### Metal 2

(1.5 px per micron)
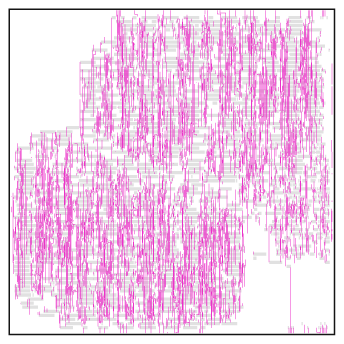
### Clock routing

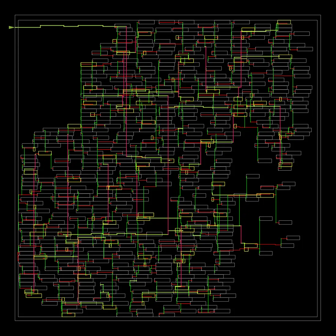
### Zoomed window

Region (152, 152) to (172, 172) microns. Cells in gray, sequential cells in the stronger gray; small squares are vias.
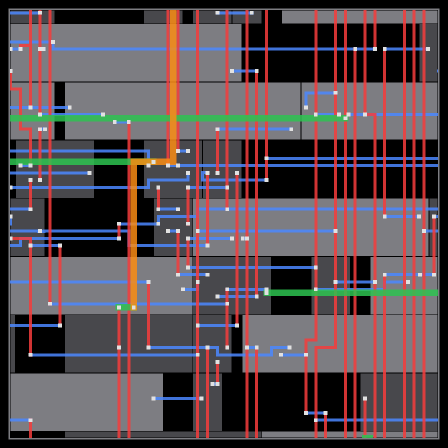
### Nets reached from selected ports

(1.5 px per micron)
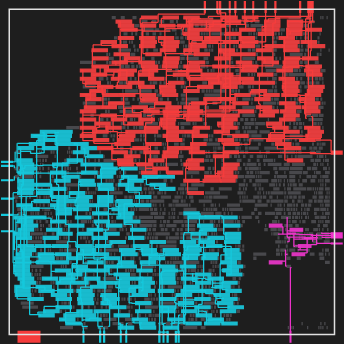
Design sextium_io_fifo_slave_flat, sky130hd; sources not shown.
==> results.toml <==
# synthesis and place-and-route metrics
[cells_and_area]
antenna_cells = 1
signal_buffers = 233
inverters = 133
final_cells = 2585
sh_seq_area_pct = 59.0
nets = 2065
comb_area_share_pct = 20.3
nClkBuffers = 62
area_share_nonclk_buffers_pct = 9.68
areaGrowthSynthToFinish_pct = 21.2
final_cell_mix = "512 x edfxtp_1, 302 x nand2_1, 141 x nand3_1, 133 x a21oi_1, 128 x inv_1"
lay_top_count = "edfxtp_1"
fill_cells = 3316
drive_gt1_share_pct = 13.3
comb_area_sq_mm = 0.00552
utilization_pct = 61.5
postLayoutCellArea_sq_mm = 0.0272
regArea_sq_mm = 0.0160
logic_gates = 991
clock_cell_area_share_pct = 6.45
largest_cell_class = "registers"

[power]
p_seq_share_pct = 43.8
leakage_nw = 10.2
p_int_w = 0.0123
ir_drop_mv = 0.467
power.total_w = 0.0172
swShare_pct = 28.7
power.density_mw_per_mm2 = 632
clockPowerShare_pct = 33.2
pwr-share-comb_pct = 23.1
p_sw_w = 0.00493

[drt]
highest_layer = "met5"
firstDrtPassIters = 7
routedWlPerCell_microns = 20.8
drc_errors = 0
vias_per_cell = 5.60
drt_iter0_drc = 1597
drtAntennaViolNets = 0
wl_met2_microns = 25500
vias = 14500
wl_met1_microns = 22200
dr_wl_met3_microns = 4330

[global_routing]
use_met1_pct = 31.7
busiest_layer = "met2"
grt_pass1_vias = 14200
antenna_found_initial = 3
overflow = 0
grt_max_degree = 78
grt_util_met3_pct = 4.26
track_usage_pct = 22.8
grt_pass1_wl_microns = 81700

[die]
dieHeight_microns = 216
initial_core_util_pct = 50.7
chipArea_sq_mm = 0.0466
core_sq_mm = 0.0442
dieWidth_microns = 216
rows = 77
tap-cell-count = 592

[sta]
hold_slack_ps = 399
max_freq_mhz = 296
slew_viol_final = 0
tightest_slew_ps = 672
period_needed_ps = 3370
final.setup.tns_ps = 0
hold_viol_final = 0
fin_crit_sh_pct = 96.4
slew_headroom_pct = 55.0
finalSetupViolations = 0
rsz0062_at_grt = "yes"
setup_slack_ps = 126

[worst_setup_path]
critical_path_required_ps = 2700
path_delay_family = "buffers and inverters"
r2r_cells = 16
cp-start-kind = "primary input"
path_common_cell = "nand2_1"
crit_fanout = 5
crit_chain = "clkdlybuf4s50_1, inv_1, nand2_1, nor2_1, nand2_1, nor2_2, nand2_2, nor2_4, buf_12, buf_8, buf_6, nand2_1, a31oi_2, clkdlybuf4s15_2"
cp.depth = 14
arrival_ps = 2570
max_stage_delay_ps = 410
critPathKind = "primary input to primary output"
path_buffers = 6
r2r_slack_ps = 510
crit_path_end_kind = "primary output"
cpMaxStageDelayCell = "clkdlybuf4s50_1"

[cts]
postCtsHoldBufs = 0
clkSlewWorstSetupHoldPaths_ps = 60
clock_path_buffers = 3
h-tree-depth = 2
clock-sinks = 538
cts_tree = "yes"
clock-root-buffer = "clkbuf_16"

[worst_hold_path]
hp-class = "primary input to async pin"

[place]
hpwl_microns = 30100
gp_congestion = 0.784
dp.cells = 2462
pre_cts_slack_ps = -225
place_area_sq_mm = 0.0250

[yosys]
ys_area_sq_mm = 0.0224
syn_inst = 1763
yosysWarnings = 0
synth_stat.cells = 1763
ys_types = 36
synth.avg_cell_area_sq_um = 12.7
mux_share_pct = 2.86
aoi_share_pct = 8.73
synth_flops = 538
top_logic_kind = "simple AND/OR/NAND/NOR gates"
xor_share_pct = 0.703
ys_seq_share_pct = 71.4
simple_gate_area_share_pct = 9.92
fa_ha_area_share_pct = 1.41
syn_area_sq_mm = 0.0224

[job]
maxCapViolations = 0
warnings = 55

[status]
status = "finished, final reports clean"
Back to the opening pictures, 'Metal 2':
share of all routed wire: 48%
longest straight run: 76.8 microns
total routed wirelength: 53600 microns
global routing met2 resource utilization: 36.2%

Back to the opening pictures, 'Clock routing':
clk_lat worst skew: 600 ps
total CTS buffers: 54
P_clk: 0.00570 W
Flops: 538

Back to the opening pictures, 'Zoomed window':
| layer | color |
|---|---|
| M3 | green |
| M1 | blue |
| M4 | orange |
| M2 | red |
most frequent: edfxtp_1 (7)
cells with their middle in the window: 18
sequential cells in the window: 7

Back to the opening pictures, 'Nets reached from selected ports':
| port | color | direction | end cells | buffers | wire |
|---|---|---|---|---|---|
| bus_in_count | magenta | output | 5 | 5 | 255 microns |
| bus_in_data | cyan | input | 256 | 16 | 3150 microns |
| bus_writedata | red | input | 256 | 16 | 3290 microns |
IO Pins: 151
port buffer count: 114

## tightest hold or removal path: stages
cell and delay, ps:
clkdlybuf4s50_1 420, inv_1 140, buf_4 180
## cell usage after synthesis
library cell / n / area share [%]
a21oi_1: 133 / 3.0
a22oi_1: 25 / 0.84
a31oi_1: 11 / 0.31
and2_1: 2 / 0.056
buf_1: 9 / 0.15
buf_2: 38 / 0.85
buf_4: 26 / 0.87
buf_6: 4 / 0.20
clkbuf_1: 39 / 0.65
clkinv_1: 1 / 0.017
conb_1: 1 / 0.017
dfrtp_1: 26 / 2.9
edfxtp_1: 512 / 69
fa_1: 2 / 0.18
ha_1: 22 / 1.2
inv_1: 129 / 2.2
inv_2: 3 / 0.050
mux2i_1: 64 / 2.9
nand2_1: 308 / 5.2
nand2_2: 1 / 0.028
nand2_4: 1 / 0.050
nand3_1: 141 / 3.1
nand3_2: 1 / 0.045
nand4_1: 1 / 0.028
nor2_1: 61 / 1.0
nor2_2: 4 / 0.11
nor2_4: 1 / 0.050
nor3_1: 3 / 0.067
nor3_4: 1 / 0.073
nor4_4: 1 / 0.095
o211ai_1: 64 / 2.1
o21ai_0: 102 / 2.3
o21ai_1: 4 / 0.089
o22ai_1: 4 / 0.11
xnor2_1: 4 / 0.16
xor2_1: 14 / 0.55
## power by group through the flow
stage | clock network (W) | logic (W) | registers [W]
global placement | 0 | 0.00376 | 0.00768
floorplan | 0 | 0.00240 | 0.00760
global route | 0.00603 | 0.00436 | 0.00755
CTS | 0.00577 | 0.00400 | 0.00751
finish | 0.00570 | 0.00396 | 0.00752
detailed placement | 0 | 0.00385 | 0.00769
## timing repair
action / in CTS / in global routing
setup endpoints to repair: 32 / 18
gates cloned: 6 / 0
pin swaps: 10 / 15
buffers inserted: 15 / 4
resized: 85 / 34
Power figures rest on the tool's default switching activity, not on a simulated workload.
